File: config.mk
export PLATFORM = sky130hd
export DESIGN_NAME = decode_stage
export DESIGN_NICKNAME = d
export VERILOG_FILES = /design/src/rtl/cpu_pkg.sv /design/src/rtl/hazard_tracker.sv /design/src/rtl/decode_stage.sv
export SDC_FILE = /design/constraint.sdc
export NUM_CORES = 1
export LEC_CHECK = 0
export CAP_MARGIN = 10
export CORE_AREA = 4 4 151 153
export CTS_CLUSTER_SIZE = 12
export DETAILED_ROUTE_END_ITERATION = 12
export DIE_AREA = 0 0 155 157
export GPL_ROUTABILITY_DRIVEN = 0
export PLACE_DENSITY = 0.75
export SLEW_MARGIN = 15
export SYNTH_ARGS = -nofsm -noshare
export SYNTH_HDL_FRONTEND = slang
export SYNTH_SLANG_ARGS = --single-unit
File: constraint.sdc
create_clock -name clock -period 7.2 [get_ports clock]
set_input_delay 0.72 -clock clock [delete_from_list [all_inputs] [get_ports clock]]
set_output_delay 0.72 -clock clock [all_outputs]
set_load 0.02 [all_outputs]
File: src/rtl/cpu_pkg.sv
// Shared decode definitions: opcodes, instruction field positions,
// link register and the D/X pipeline bundle with its bubble value.
package cpu_pkg;

  localparam int XLEN = 32;
  localparam int RAW  = 5;

  localparam int OP_HI = 31;
  localparam int OP_LO = 27;
  localparam int RD_HI = 26;
  localparam int RD_LO = 22;
  localparam int RS_HI = 21;
  localparam int RS_LO = 17;
  localparam int RT_HI = 16;
  localparam int RT_LO = 12;
  localparam int SH_HI = 11;
  localparam int SH_LO = 7;
  localparam int AL_HI = 6;
  localparam int AL_LO = 2;

  localparam logic [4:0] OP_R    = 5'd0;
  localparam logic [4:0] OP_J    = 5'd1;
  localparam logic [4:0] OP_BEQ  = 5'd2;
  localparam logic [4:0] OP_JAL  = 5'd3;
  localparam logic [4:0] OP_JR   = 5'd4;
  localparam logic [4:0] OP_ADDI = 5'd5;
  localparam logic [4:0] OP_BLT  = 5'd6;
  localparam logic [4:0] OP_SW   = 5'd7;
  localparam logic [4:0] OP_LW   = 5'd8;

  localparam logic [RAW-1:0] LINK_REG = 5'd31;

  typedef struct packed {
    logic [XLEN-1:0] pc;
    logic [XLEN-1:0] a;
    logic [XLEN-1:0] b;
    logic [XLEN-1:0] imm;
    logic [4:0]      op;
    logic [4:0]      aluop;
    logic [4:0]      shamt;
    logic [RAW-1:0]  rd;
    logic            we;
    logic            ld;
  } dx_t;

  localparam dx_t DX_BUBBLE = '0;

  typedef struct packed {
    logic           v;
    logic [RAW-1:0] addr;
    logic           ld;
  } trk_t;

endpackage

File: src/rtl/hazard_tracker.sv
// Pending-write tracker (X/M/W) and load-use / jr hazard FSM.
// DECODE_BYPASS_EN: jr no longer waits on the W entry.
module hazard_tracker
  import cpu_pkg::*;
(
  input  logic           clk,
  input  logic           rst,
  input  logic           i_flush,
  input  logic [RAW-1:0] i_ra,
  input  logic           i_ra_en,
  input  logic [RAW-1:0] i_rb,
  input  logic           i_rb_en,
  input  logic           i_jr,
  input  logic           i_we,
  input  logic [RAW-1:0] i_wa,
  input  logic           i_ld,
  output logic           o_stall,
  output logic           o_issue
);

  typedef enum logic [1:0] {RUN, LD_STALL, JR_WAIT} st_t;

  st_t  r_st, w_nxt;
  trk_t r_x, r_m, r_w, w_push;
  logic w_ld_hz, w_jr_hz, w_hz;

  function automatic logic hit(trk_t e, logic [RAW-1:0] a);
    return e.v && (e.addr == a);
  endfunction

  assign w_ld_hz = r_x.v && r_x.ld &&
                   ((i_ra_en && r_x.addr == i_ra) ||
                    (i_rb_en && r_x.addr == i_rb));

`ifdef DECODE_BYPASS_EN
  logic w_unused_w;
  assign w_unused_w = ^r_w;
  assign w_jr_hz = i_jr && (hit(r_x, i_rb) || hit(r_m, i_rb));
`else
  assign w_jr_hz = i_jr &&
                   (hit(r_x, i_rb) || hit(r_m, i_rb) || hit(r_w, i_rb));
`endif

  always_comb begin
    w_nxt = r_st;
    w_hz  = 1'b0;
    case (r_st)
      RUN: begin
        w_hz = w_ld_hz | w_jr_hz;
        if (w_ld_hz)      w_nxt = LD_STALL;
        else if (w_jr_hz) w_nxt = JR_WAIT;
      end
      LD_STALL: begin
        w_hz  = w_jr_hz;
        w_nxt = RUN;
      end
      JR_WAIT: begin
        w_hz = w_jr_hz;
        if (!w_jr_hz) w_nxt = RUN;
      end
      default: w_nxt = RUN;
    endcase
    // a taken branch squashes whatever decode holds
    if (i_flush) begin
      w_hz  = 1'b0;
      w_nxt = RUN;
    end
  end

  assign o_stall = w_hz & ~rst;
  assign o_issue = ~w_hz & ~i_flush & ~rst;

  always_comb begin
    w_push = '0;
    if (o_issue) begin
      w_push.v    = i_we;
      w_push.addr = i_wa;
      w_push.ld   = i_ld;
    end
  end

  always_ff @(posedge clk or posedge rst) begin
    if (rst) begin
      r_st <= RUN;
      r_x  <= '0;
      r_m  <= '0;
      r_w  <= '0;
    end else begin
      r_st <= w_nxt;
      r_x  <= w_push;
      r_m  <= r_x;
      r_w  <= r_m;
    end
  end

endmodule

File: src/rtl/decode_stage.sv
// Decode stage: field decode, regfile read, jal/jr redirect, D/X register.
// DECODE_BYPASS_EN: forward writeback data onto decode operands.
module decode_stage
  import cpu_pkg::*;
#(
  parameter int WIDTH = 32,
  parameter int RADDR = 5,
  parameter int IMM_W = 17
) (
  input  logic             clock,
  input  logic             aclr,
  input  logic [WIDTH-1:0] ins_in,
  input  logic [WIDTH-1:0] pc_in,
  input  logic [WIDTH-1:0] j_in,
  input  logic             br_flush,
  output logic [RADDR-1:0] rf_addr_a,
  output logic [RADDR-1:0] rf_addr_b,
  input  logic [WIDTH-1:0] rf_data_a,
  input  logic [WIDTH-1:0] rf_data_b,
  input  logic             wb_we,
  input  logic [RADDR-1:0] wb_addr,
  input  logic [WIDTH-1:0] wb_data,
  output logic             stall_out,
  output logic             jal_jr,
  output logic [WIDTH-1:0] jal_jr_val,
  output logic             jal_jr_clr,
  output logic [WIDTH-1:0] dx_pc,
  output logic [WIDTH-1:0] dx_a,
  output logic [WIDTH-1:0] dx_b,
  output logic [WIDTH-1:0] dx_imm,
  output logic [4:0]       dx_op,
  output logic [4:0]       dx_aluop,
  output logic [4:0]       dx_shamt,
  output logic [RADDR-1:0] dx_rd,
  output logic             dx_we,
  output logic             dx_ld
);

  logic [4:0]       w_op;
  logic [RADDR-1:0] w_rd, w_rs, w_rt, w_dest;
  logic [WIDTH-1:0] w_imm, w_opa, w_opb;
  logic w_a_en, w_b_en, w_b_rd, w_wr, w_ld, w_jal, w_jr, w_we, w_issue;
  dx_t  w_dx, r_dx;

  assign w_op  = ins_in[OP_HI:OP_LO];
  assign w_rd  = ins_in[RD_HI:RD_LO];
  assign w_rs  = ins_in[RS_HI:RS_LO];
  assign w_rt  = ins_in[RT_HI:RT_LO];
  assign w_imm = {{(WIDTH-IMM_W){ins_in[IMM_W-1]}}, ins_in[IMM_W-1:0]};

  always_comb begin
    w_a_en = 1'b0;
    w_b_en = 1'b0;
    w_b_rd = 1'b0;
    w_wr   = 1'b0;
    w_ld   = 1'b0;
    w_jal  = 1'b0;
    w_jr   = 1'b0;
    case (w_op)
      OP_R:    begin w_a_en = 1'b1; w_b_en = 1'b1; w_wr = 1'b1; end
      OP_J:    w_wr = 1'b0;
      OP_JAL:  begin w_wr = 1'b1; w_jal = 1'b1; end
      OP_JR:   begin w_b_en = 1'b1; w_b_rd = 1'b1; w_jr = 1'b1; end
      OP_ADDI: begin w_a_en = 1'b1; w_wr = 1'b1; end
      OP_SW:   begin w_a_en = 1'b1; w_b_en = 1'b1; w_b_rd = 1'b1; end
      OP_LW:   begin w_a_en = 1'b1; w_wr = 1'b1; w_ld = 1'b1; end
      OP_BEQ,
      OP_BLT:  begin w_a_en = 1'b1; w_b_en = 1'b1; w_b_rd = 1'b1; end
      default: w_wr = 1'b0;
    endcase
  end

  assign w_dest    = w_jal ? LINK_REG : w_rd;
  assign w_we      = w_wr && (w_dest != '0);
  assign rf_addr_a = w_rs;
  assign rf_addr_b = w_b_rd ? w_rd : w_rt;

`ifdef DECODE_BYPASS_EN
  logic w_byp_a, w_byp_b;
  assign w_byp_a = wb_we && (wb_addr != '0) && (wb_addr == rf_addr_a);
  assign w_byp_b = wb_we && (wb_addr != '0) && (wb_addr == rf_addr_b);
  assign w_opa   = w_byp_a ? wb_data : rf_data_a;
  assign w_opb   = w_byp_b ? wb_data : rf_data_b;
`else
  logic w_unused_wb;
  assign w_unused_wb = ^{wb_we, wb_addr, wb_data};
  assign w_opa = rf_data_a;
  assign w_opb = rf_data_b;
`endif

  hazard_tracker u_hz (
    .clk     (clock),
    .rst     (aclr),
    .i_flush (br_flush),
    .i_ra    (rf_addr_a),
    .i_ra_en (w_a_en),
    .i_rb    (rf_addr_b),
    .i_rb_en (w_b_en),
    .i_jr    (w_jr),
    .i_we    (w_we),
    .i_wa    (w_dest),
    .i_ld    (w_ld),
    .o_stall (stall_out),
    .o_issue (w_issue)
  );

  assign jal_jr     = w_issue & (w_jal | w_jr);
  assign jal_jr_val = w_jal ? j_in : w_opb;
  assign jal_jr_clr = jal_jr;

  always_comb begin
    w_dx = DX_BUBBLE;
    if (w_issue) begin
      w_dx.pc    = pc_in;
      w_dx.a     = w_jal ? pc_in : w_opa;
      w_dx.b     = w_opb;
      w_dx.imm   = w_imm;
      w_dx.op    = w_op;
      w_dx.aluop = ins_in[AL_HI:AL_LO];
      w_dx.shamt = ins_in[SH_HI:SH_LO];
      w_dx.rd    = w_dest;
      w_dx.we    = w_we;
      w_dx.ld    = w_ld;
    end
  end

  always_ff @(posedge clock or posedge aclr) begin
    if (aclr) r_dx <= DX_BUBBLE;
    else      r_dx <= w_dx;
  end

  assign dx_pc    = r_dx.pc;
  assign dx_a     = r_dx.a;
  assign dx_b     = r_dx.b;
  assign dx_imm   = r_dx.imm;
  assign dx_op    = r_dx.op;
  assign dx_aluop = r_dx.aluop;
  assign dx_shamt = r_dx.shamt;
  assign dx_rd    = r_dx.rd;
  assign dx_we    = r_dx.we;
  assign dx_ld    = r_dx.ld;

endmodule

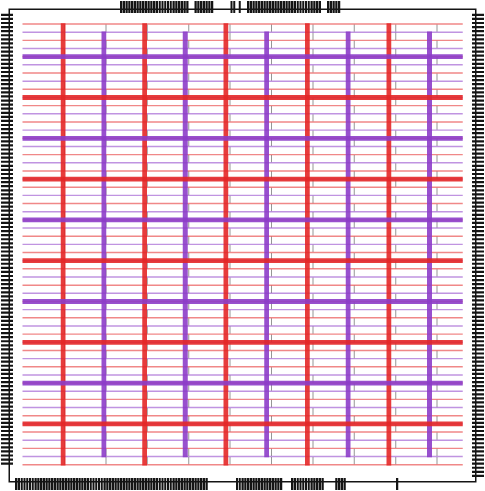
Figure 1: run 1, floorplan with the power grid.
(3 px per micron) Pins as bars on the die edge. Tap cells in grey.
| colour | net |
|---|---|
| red | VSS |
| purple | VDD |
signal pins: 396
met1 rails: 55
rows: 54
VDD IR max: 0.124 mV
Die Y: 157 microns
chip width: 155 microns
Core ar.: 0.0216 sq mm

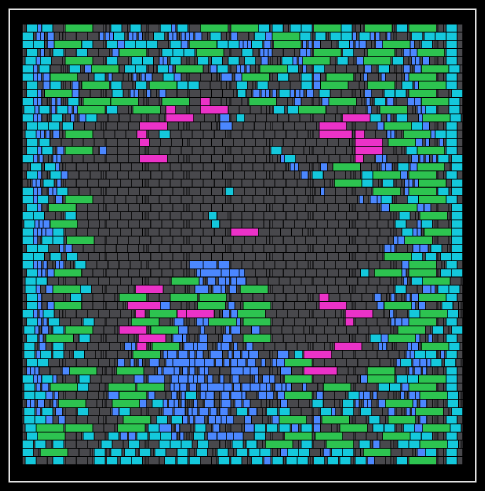
Figure 2: run 1, placement by cell class.
(3 px per micron) Fill, decap, tap and diode cells in grey.
| colour | class | cells | share of their area |
|---|---|---|---|
| blue | all other logic | 472 | 25% |
| magenta | clock drivers and dummy loads | 31 | 5.9% |
| cyan | other buffers and delay cells | 364 | 35% |
| green | flip-flops | 139 | 34% |
fin area: 0.0106 sq mm
row count: 54

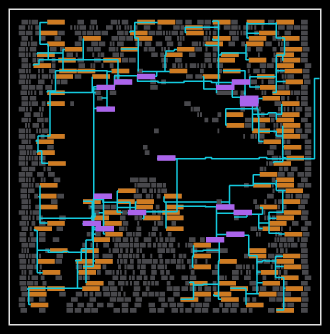
Figure 3: run 1, clock wires, drivers and flops.
(2 px per micron)
[orange] flip-flops | count: 139
[purple] cells driving clock nets | count: 17
[cyan] clock wires | length: 1,900 microns
routed clock nets: 18
worst setup skew after layout: 0.0168 ns
Clock power frac: 0.431
clock distribution power: 0.908 mW
Insertion Delay late pin: 0.41 ns

==> results.txt, run 1 <==
yosys + openroad results -> Vias/cell 4.71, cell count listed in synth_stat.txt 689, flip-flops 139, yosys stat chip area 0.00648 sq mm, placed instance area 0.0100 sq mm, worst min path class reg -> reg, DR WL met3 2110 microns, XOR Share, Synth 0.0189, sequential fraction of the synthesis area 0.536, hold path cells 0, Non-Filler Instances 1,287, largest net degree at the start of global routing 88, wire per inst 16.9 microns, chip area 0.0243 sq mm, crit-path leading delay family AND-OR/OR-AND gates, Setup WS pre-CTS 1.99 ns, fraction of area in registers 0.327, CP max FO 58, wire length of the first global-routing pass 33,200 microns, worst r2r dst dx_shamt[0], Logic inverters 17, Critical Path End Type primary output, final setup fails 0, GRT Util Overall 0.171, top cells by count 209 x nand2_1, 139 x dfrtp_1, 117 x and3_1, # port buffers 357, Tool Warnings 66, Bufs on Longest Clock Path 2, Mux area share 0.00174, Reg2Reg Depth 9, status finished clean, Setup crit end stall_out
==> run 1: power by group <==
group,total [mW],internal (mW),switching (mW)
Combinational,0.373,0.196,0.177
Clock,0.908,0.552,0.356
Sequential,0.825,0.810,0.0144
Total,2.11,1.56,0.547
==> run 1: flip-flops by register name, summed over array words and instances, names as in the netlist <==
| signal | count |
|---|---|
| dx_pc | 32 |
| u_hz.r_m | 6 |
| dx_a | 32 |
| dx_rd | 1 |
| dx_we | 1 |
| dx_b | 32 |
| dx_op | 5 |
| dx_imm | 9 |
| u_hz.r_w | 6 |
| dx_ld | 1 |
| dx_aluop | 4 |
| u_hz.r_st | 2 |
| dx_shamt | 4 |
| u_hz.r_x | 4 |
--- run 2 (diff from run 1) ---
--- a/config.mk
+++ b/config.mk
@@ -6,12 +6,12 @@
 export NUM_CORES = 1
 export LEC_CHECK = 0
 export CAP_MARGIN = 10
-export CORE_AREA = 4 4 151 153
+export CORE_AREA = 4 4 153 155
 export CTS_CLUSTER_SIZE = 12
 export DETAILED_ROUTE_END_ITERATION = 12
-export DIE_AREA = 0 0 155 157
+export DIE_AREA = 0 0 157 159
 export GPL_ROUTABILITY_DRIVEN = 0
-export PLACE_DENSITY = 0.75
+export PLACE_DENSITY = 0.73
 export SLEW_MARGIN = 15
 export SYNTH_ARGS = -nofsm -noshare
 export SYNTH_HDL_FRONTEND = slang
==> constraint.sdc (replaced) <==
create_clock -name clock -period 5.27 [get_ports clock]
set_input_delay 0.527 -clock clock [delete_from_list [all_inputs] [get_ports clock]]
set_output_delay 0.527 -clock clock [all_outputs]
set_load 0.02 [all_outputs]
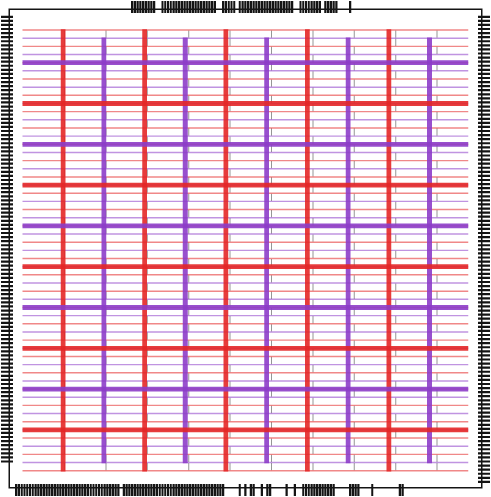
Figure 4: run 2, floorplan with the power grid.
(3 px per micron) Pins as bars on the die edge. Tap cells in grey.
| colour | net |
|---|---|
| red | VSS |
| purple | VDD |
tap cells: 280
met5 straps: 10

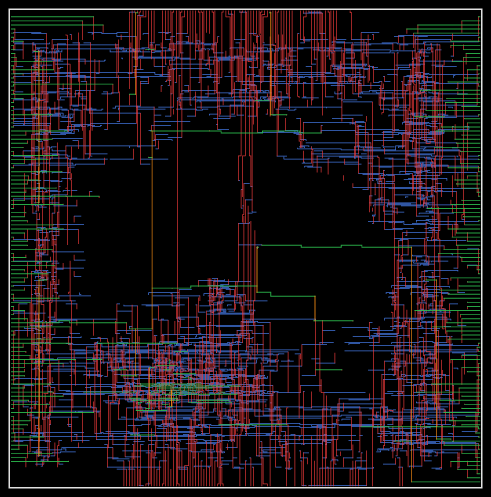
Figure 5: run 2, routed metal, one colour a layer.
(3 px per micron)
| colour | layer | wire length |
|---|---|---|
| red | met2 | 10,500 microns |
| green | met3 | 2,320 microns |
| blue | met1 | 8,850 microns |
| orange | met4 | 423 microns |

==> results.txt, run 2 <==
yosys + openroad results -> XOR Share, Synth 0.0189 (unchanged), Setup crit end jal_jr_clr, Vias/cell 4.74 (+0.68%), chip width 157 microns (+1.3%), Critical Path End Type primary output, Synth flops 139, Insertion Delay late pin 0.42 ns (about the same), Non-Filler Instances 1,288 (+0.078%), worst r2r dst dx_pc[30], worst setup skew after layout 0.0116 ns (-0.00514 ns), GRT Util Overall 0.173 (+0.00189), cell count listed in synth_stat.txt 689 (unchanged), CP max FO 13 (-78%), top cells by count 209 x nand2_1, 139 x dfrtp_1, 117 x and3_1, Tool Warnings 70 (+6.1%), Final Hold Violating Endpoints 0, CTS tree built, cts repair resizes 0, Die Y 159 microns (+1.3%), chip area 0.0250 sq mm (+2.6%), worst min path class reg -> reg, largest net degree at the start of global routing 126 (+43%), Reg2Reg Depth 9 (unchanged), sequential fraction of the synthesis area 0.536 (unchanged), arrival time at the worst endpoint 3.84 ns, Bufs on Longest Clock Path 2 (unchanged), status finished clean, hold path cells 0 (unchanged), uppermost layer routed met4, Setup WS pre-CTS 0.886 ns (-1.10 ns), wire per inst 17.2 microns (+1.6%), crit-path leading delay family AND-OR/OR-AND gates, final WL 22,100 microns, # port buffers 357 (unchanged), yosys stat chip area 0.00648 sq mm (unchanged), fin area 0.0106 sq mm (+0.15%), DR WL met3 2320 microns (+9.9%), Mux area share 0.00174 (unchanged), row count 54 (unchanged), placed instance area 0.0100 sq mm (+0.15%), wire length of the first global-routing pass 34,200 microns (+3.1%)
==> run 2: cell types whose count changed in the layout (fill, tap and decap cells not counted) <==
cell	before	now
buf_4	7	9
diode_2	1	0
clkinvlp_4	2	3
inv_6	8	5
inv_8	0	2
==> run 2: cell type report <==
class / count / area, sq um
clock buffer: 17 / 425
clock inverter: 14 / 188
fill: 2014 / 11200
inverter: 17 / 68.8
multi-input combinational: 455 / 2490
sequential: 139 / 3480
tap: 280 / 350
timing repair buffer: 366 / 3640
==> run 2: power by group <==
part           switching, mW  internal [mW]  leakage (nW)
clock                  0.505          0.756         0.291
sequential            0.0193           1.11          1.87
combinational          0.244          0.268          2.99
total                  0.768           2.13          5.15
Power is estimated from default activity; no workload was simulated.
